$ cat config.mk
export PLATFORM = sky130hd
export DESIGN_NAME = fp_exception_result_packer
export DESIGN_NICKNAME = d
export VERILOG_FILES = /design/src/rtl/fp_exception_result_packer.sv
export SDC_FILE = /design/constraint.sdc
export NUM_CORES = 1
export LEC_CHECK = 0
export ABC_AREA = 0
export CORE_UTILIZATION = 28
export CTS_CLUSTER_DIAMETER = 100
export CTS_CLUSTER_SIZE = 8
export DETAILED_ROUTE_END_ITERATION = 8
export SLEW_MARGIN = 5
export SYNTH_ARGS = -nofsm -noshare
export SYNTH_HDL_FRONTEND = slang
export SYNTH_SLANG_ARGS = --single-unit
$ cat constraint.sdc
create_clock -name CLK -period 8.8 [get_ports CLK]
set_input_delay 2.2 -clock CLK [delete_from_list [all_inputs] [get_ports CLK]]
set_output_delay 2.2 -clock CLK [all_outputs]
set_load 0.01 [all_outputs]
$ cat src/rtl/fp_exception_result_packer.sv
// fp_exception_result_packer: packs multiplier fields/exception flags into an IEEE single,
// queues it in a small valid/ready FIFO, and tracks sticky flags plus a saturating exception count.
module fp_exception_result_packer #(
   parameter int          DEPTH = 2,
   parameter int          CNT_W = 16,
   parameter logic [31:0] QNAN  = 32'h7FC00000,
   parameter bit          FTZ   = 1'b1
) (
   input  logic             CLK,
   input  logic             RST,
   input  logic             in_valid,
   output logic             in_ready,
   input  logic             sign_z,
   input  logic [7:0]       Ez,
   input  logic [22:0]      Mz,
   input  logic             invalid_flag,
   input  logic             overflow_flag,
   input  logic             initial_zero_flag,
   input  logic             underflow_flag,
   output logic             out_valid,
   input  logic             out_ready,
   output logic [31:0]      result,
   output logic [3:0]       result_flags,
   output logic [3:0]       sticky_flags,
   input  logic             flag_clear,
   output logic [CNT_W-1:0] exc_count
);
   localparam int AW = DEPTH > 1 ? $clog2(DEPTH) : 1;
   logic [35:0]      mem [DEPTH];
   logic [AW-1:0]    wp, rp;
   logic [AW:0]      cnt;
   logic [3:0]       flags;
   logic [31:0]      packed_word;
   logic             push, pop;
   logic [CNT_W-1:0] exc_base;
   assign flags       = {underflow_flag, initial_zero_flag, overflow_flag, invalid_flag};
   assign packed_word = invalid_flag ? QNAN :
                        overflow_flag ? {sign_z, 8'hFF, 23'h0} :
                        (initial_zero_flag || (underflow_flag && FTZ)) ? {sign_z, 31'h0} :
                        {sign_z, Ez, Mz};
   assign in_ready  = cnt != (AW+1)'(DEPTH);
   assign out_valid = cnt != '0;
   assign push      = in_valid && in_ready;
   assign pop       = out_valid && out_ready;
   // Outputs come straight from the head entry, so they depend only on registered state.
   assign {result_flags, result} = mem[rp];
   // A clear in the same cycle as an accept wipes history before the new word is counted.
   assign exc_base = flag_clear ? '0 : exc_count;
   always_ff @(posedge CLK or posedge RST) begin
      if (RST) begin
         for (int i = 0; i < DEPTH; i++) mem[i] <= '0;
         wp           <= '0;
         rp           <= '0;
         cnt          <= '0;
         sticky_flags <= '0;
         exc_count    <= '0;
      end else begin
         if (push) mem[wp] <= {flags, packed_word};
         wp           <= wp + AW'(push);
         rp           <= rp + AW'(pop);
         cnt          <= cnt + (AW+1)'(push) - (AW+1)'(pop);
         sticky_flags <= (flag_clear ? 4'h0 : sticky_flags) | (push ? flags : 4'h0);
         exc_count    <= exc_base + CNT_W'(push && (|flags) && !(&exc_base));
      end
   end
endmodule

==> flow.log <==
[flow] final metrics
INFO  metric cts_max_path_buffers = 2
INFO  metric p_switching = about 490 uW
INFO  metric core_util_floorplan = 0.290
INFO  metric result_of_the_run = complete, no violations
INFO  metric synth_stat.cells = around 460
INFO  metric number_of_logged_tool_warnings = 27
INFO  metric power_switching_share = 0.321
INFO  metric post_synth_ao_oa_area_fraction = 0.112
INFO  metric grt_first_pass_wirelength = between 15,000 and 20,000 um
INFO  metric cp_data_arrival_time = 5.02 ns
INFO  metric slowest_stage = clkdlybuf4s50_1
INFO  metric maxCapViolations = 0
INFO  metric cell_taking_the_most_area_after_synthesis = dfrtp_1
INFO  metric detailedPlacementHpwl = between 6000 and 7000 um
INFO  metric synth.comb.largest_family = simple AND/OR/NAND/NOR gates
INFO  metric critical_path.max_stage_delay = between 0.9 and 1 ns
INFO  metric cellInternalPower = ~1000 uW
INFO  metric worstPathBufferInverterCount = 1
INFO  metric post_drt_wl_per_cell = around 14 um
INFO  metric timing_worst_setup_path_type = in -> reg
INFO  metric synth_largest_type_area_fraction = 0.536
INFO  metric max_clock_freq = 207 MHz
INFO  metric die_area = between 15,000 and 20,000 sq um
INFO  metric cts-hold-fix-buffers = 0
INFO  metric synth_chip_area = around 4500 sq um
INFO  metric timing.final.crit_period = 4.83 ns
INFO  metric share_seq_of_total_power = 0.421
INFO  metric yosys.stat.seqShare = 0.536
INFO  metric setup-tns-final = 0 ns
INFO  metric timing.critical_path.required = 9.00 ns
INFO  metric power.share.combinational = 0.327
INFO  metric worst-slew-pin-transition = about 1.1 ns
INFO  metric syn2layout_area_growth = 30.6%
INFO  metric numSynthFlops = approximately 96
INFO  metric antenna_violating_nets_post_route = 0
INFO  metric crit_chain = clkdlybuf4s50_1 > nand4b_2 > nor4_1 > a211oi_1 > ha_1 > ha_1 > nand4_1 > nor4_1 > xnor2_1 > nor2_1
INFO  metric final_layout_top_logic_cell = clkdlybuf4s50_1
INFO  metric drive_gt1_frac = 0.0942
INFO  metric clock_pin_slew_on_the_worst_setup_and_hold_paths = around 0.060 ns
INFO  metric postSynthNetCount = slightly above 500
INFO  metric h-tree-depth = 3
INFO  metric final-max-slew-violation-count = 0
INFO  metric cts_num_sinks = 96
INFO  metric critPathCaptureType = register
INFO  metric dr.first_iter.drc_count = approximately 170
INFO  metric gr-usage-all-layers = 0.134
INFO  metric finalClockPeriodUsage = 0.549
INFO  metric layout.nets = about 600
INFO  metric cts_root_buf = clkbuf_16
INFO  metric number_of_flops_mapped_to_enable_cells_by_yosys = 0
INFO  metric route.detailed.vias_per_inst = about 4.6
INFO  metric place_congestion = between 0.7 and 0.8
INFO  metric setup_viol = 0
INFO  metric tritoncts.num_buffers = 9
INFO  metric worstSetupStartpointType = input port
INFO  metric first_global_vias = approximately 3,500
INFO  metric cellLeakagePower = around 0.0023 uW
INFO  metric antenna_found_initial = 0
INFO  metric synth.cellmix.adderShare = 0.0168
INFO  metric critPathTopFamily = simple AND/OR/NAND/NOR gates
INFO  metric area_leaders = dfrtp_1 54%, o21ai_0 6.7%, mux2_2 6.0%
INFO  metric postSynthAreaPerCell = 9.67 sq um
INFO  metric remaining_drc_errors = 0
INFO  metric worst-path-max-fanout = 23
INFO  metric final.setup_skew = about 0.0074 ns
INFO  metric timing_hold_violations_final = 0
INFO  metric post_cts_resize_count = 0
INFO  metric design.portCount = 99
INFO  metric largest_net_degree_at_the_start_of_global_routing = around 60
INFO  metric drt-pass1-iter-count = 6
INFO  metric synthesis.yosys.warnings = 0
INFO  metric cts_tree = yes
INFO  metric grt_setup_unrepaired = no
INFO  metric cts_setup_buffers = 0
INFO  metric maxSlewHeadroom = 0.264
INFO  metric post_synth_inst_count = 463
INFO  metric xor_share = 0.0332
INFO  metric ys_sh_simple = 0.149
INFO  metric postSynth.asyncResetShare = 1.00
INFO  metric insertion_delay = ~0.34 ns
INFO  metric clock_power_share = 0.252
INFO  metric post_synth_num_cell_types = 35
INFO  metric wl = 10,400 um
INFO  metric post_synth_instance_area = about 4500 sq um
INFO  metric route.vias.total = about 3,500
INFO  metric port-buffer-count = around 98
INFO  metric n_antenna_cell = 0
-- power groups by stage --
stage               Clock, uW  Combinational [uW]  Sequential [uW]
floorplan                   0                 334              599
global placement            0                 498              645
detailed placement          0                 507              652
CTS                       398                 510              645
global route              418                 553              664
finish                    386                 500              644
-- cell families after synthesis --
logic type / count (synthesis)
XOR/XNOR: 17
adder cells (fa/ha/maj): 6
buffers and inverters: 84
AND/OR/NAND/NOR: 138
AND-OR/OR-AND: 98
flip-flops: 96
multiplexers: 24
-- layout make-up --
cell class,count,area (sq um)
timing repair buffer,102,1010
inverter,56,213
clock inverter,4,45.0
sequential,96,2400
fill,1574,9580
clock buffer,11,243
multi-input combinational,283,1670
tap,211,264
-- final timing paths --
path / startpoint / end / slack, ns / cells after the start
max: flag_clear / exc_count[14]$_DFF_PP0_ / 3.97 / 10
min: cnt[1]$_DFF_PP0_ / cnt[1]$_DFF_PP0_ / 0.49 / 1
max reg2reg: cnt[1]$_DFF_PP0_ / exc_count[14]$_DFF_PP0_ / 6.30 / 10
min reg2reg: cnt[1]$_DFF_PP0_ / cnt[1]$_DFF_PP0_ / 0.49 / 1
max in group asynchronous: RST / rp$_DFF_PP0_ / 5.38 / 3
min in group asynchronous: RST / mem[12]$_DFFE_PP0P_ / 2.31 / 2
-- metrics by stage --
| stage | worst slack [ns] | cell area (sq um) | hold WS, ns | std cells | power (uW) |
|---|---|---|---|---|---|
| after floorplan | 4.09 | 4480 | 0.460 | 463 | 933 |
| after global placement | 3.68 | 5560 | 0.480 | 748 | 1140 |
| after detailed placement | 3.60 | 5560 | 0.482 | 748 | 1160 |
| after CTS | 3.96 | 5850 | 0.497 | 763 | 1550 |
| after global routing | 3.65 | 5850 | 0.528 | 763 | 1640 |
| final | 3.97 | 5850 | 0.495 | 763 | 1530 |
-- state kept, by name, indices dropped and copies added (netlist names) --
signal / cells
cnt: 2
sticky_flags: 4
rp: 1
mem: 72
exc_count: 16
wp: 1
-- layer usage --
| layer | vias to the layer above | GRT usage | part of all wire |
|---|---|---|---|
| met5 | - | 0 | 0 |
| met4 | 0 | 0.0519 | 0.016 |
| met3 | 13 | 0.0378 | 0.057 |
| met2 | 79 | 0.220 | 0.48 |
| met1 | 1692 | 0.167 | 0.45 |
| li1 | 1691 | - | - |
-- worst register-to-register path, cell delays in order, from the launching register on --
cell and delay [ns]:
dfrtp_1 0.40, nand2b_1 0.10, and2_1 0.29, inv_1 0.14, a211oi_1 0.21, ha_1 0.27, ha_1 0.24, nand4_1 0.21
nor4_1 0.28, xnor2_1 0.16, nor2_1 0.06
-- cells in the mapped netlist (3+ instances only) --
master / n
dfrtp_1: 96
xor2_1: 3
clkbuf_1: 14
buf_6: 8
ha_1: 6
nor3_1: 4
a21oi_1: 26
o21ai_0: 60
o21ai_1: 7
xnor2_1: 14
nor4_1: 4
mux2_2: 24
nand3_1: 49
inv_1: 56
nor2_1: 32
nand2b_1: 4
nor2b_1: 4
nand2_1: 30
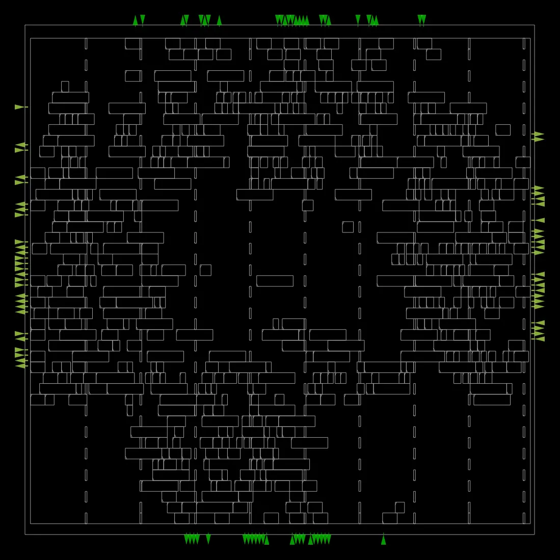
Fig. 1. Placed standard cells.
# rows: 45
core area: 15,400 sq um
flip-flop and latch count: 96
post-layout utilization of the core: 0.379
final cell count without fillers: 763

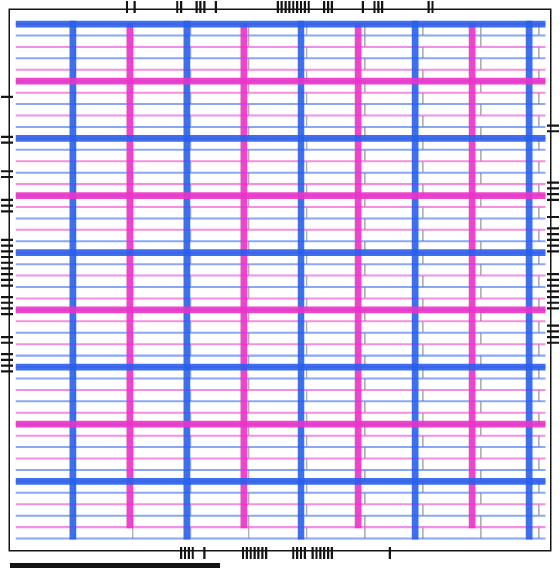
Fig. 2. Supply network.
Bar = 50 um. Pins as bars on the die edge. Tap cells in gray.
Blue shows VSS. Magenta shows VDD.
211 tap cells. The core has 45 rows. 9 straps on met5.
die height: 128 um
die x size: 128 um
VDD IR-drop max: 0.000177 V

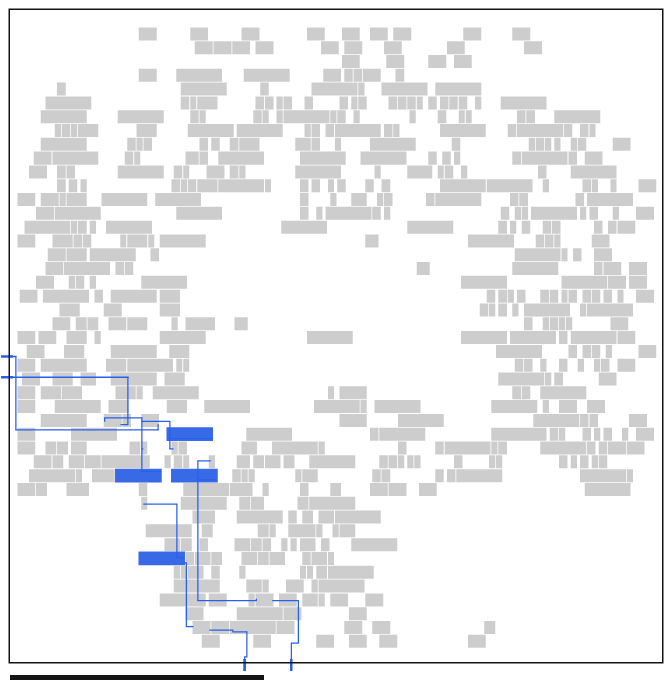
Fig. 3. Wires at chosen ports, followed through buffers.
Bar = 50 um.
Blue shows sticky_flags, bits 4, direction output, end cells 4, buffers 4, wire 230 um.

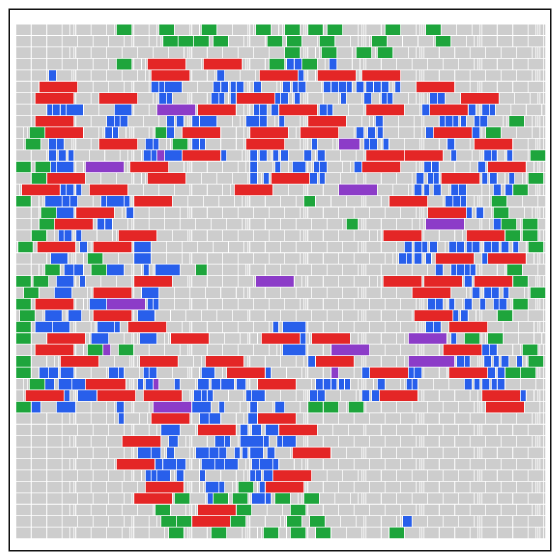
Fig. 4. Placed cells, one color a class.
Fill, decap, tap and diode cells in gray.
Green shows other buffers and delay cells, cells 102, share of their area 18%. Purple shows clock drivers and dummy loads, cells 15, share of their area 5.2%. Blue shows all other logic, cells 339, share of their area 34%. Red shows flops, cells 96, share of their area 43%.
cell area after layout: 5850 sq um
sequential portion of the cell area: 0.411

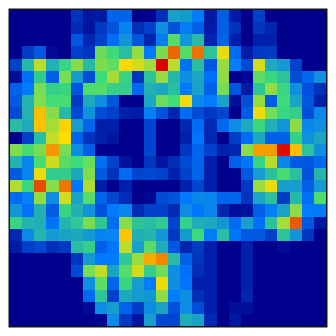
Fig. 5. Signal metal coverage by tile.
26 x 26 tiles, from dark blue (low) to red (high), scaled to the fullest tile. Values are wire area over tile area, all layers added.
The emptiest ninth of the die: lower right. 25% of the tiles are nearly empty. The densest ninth of the die: middle left. 14% of the tiles are over half the peak. The mean over all tiles is 0.10.

No activity file was given, so power comes from the tool's default toggle rates.
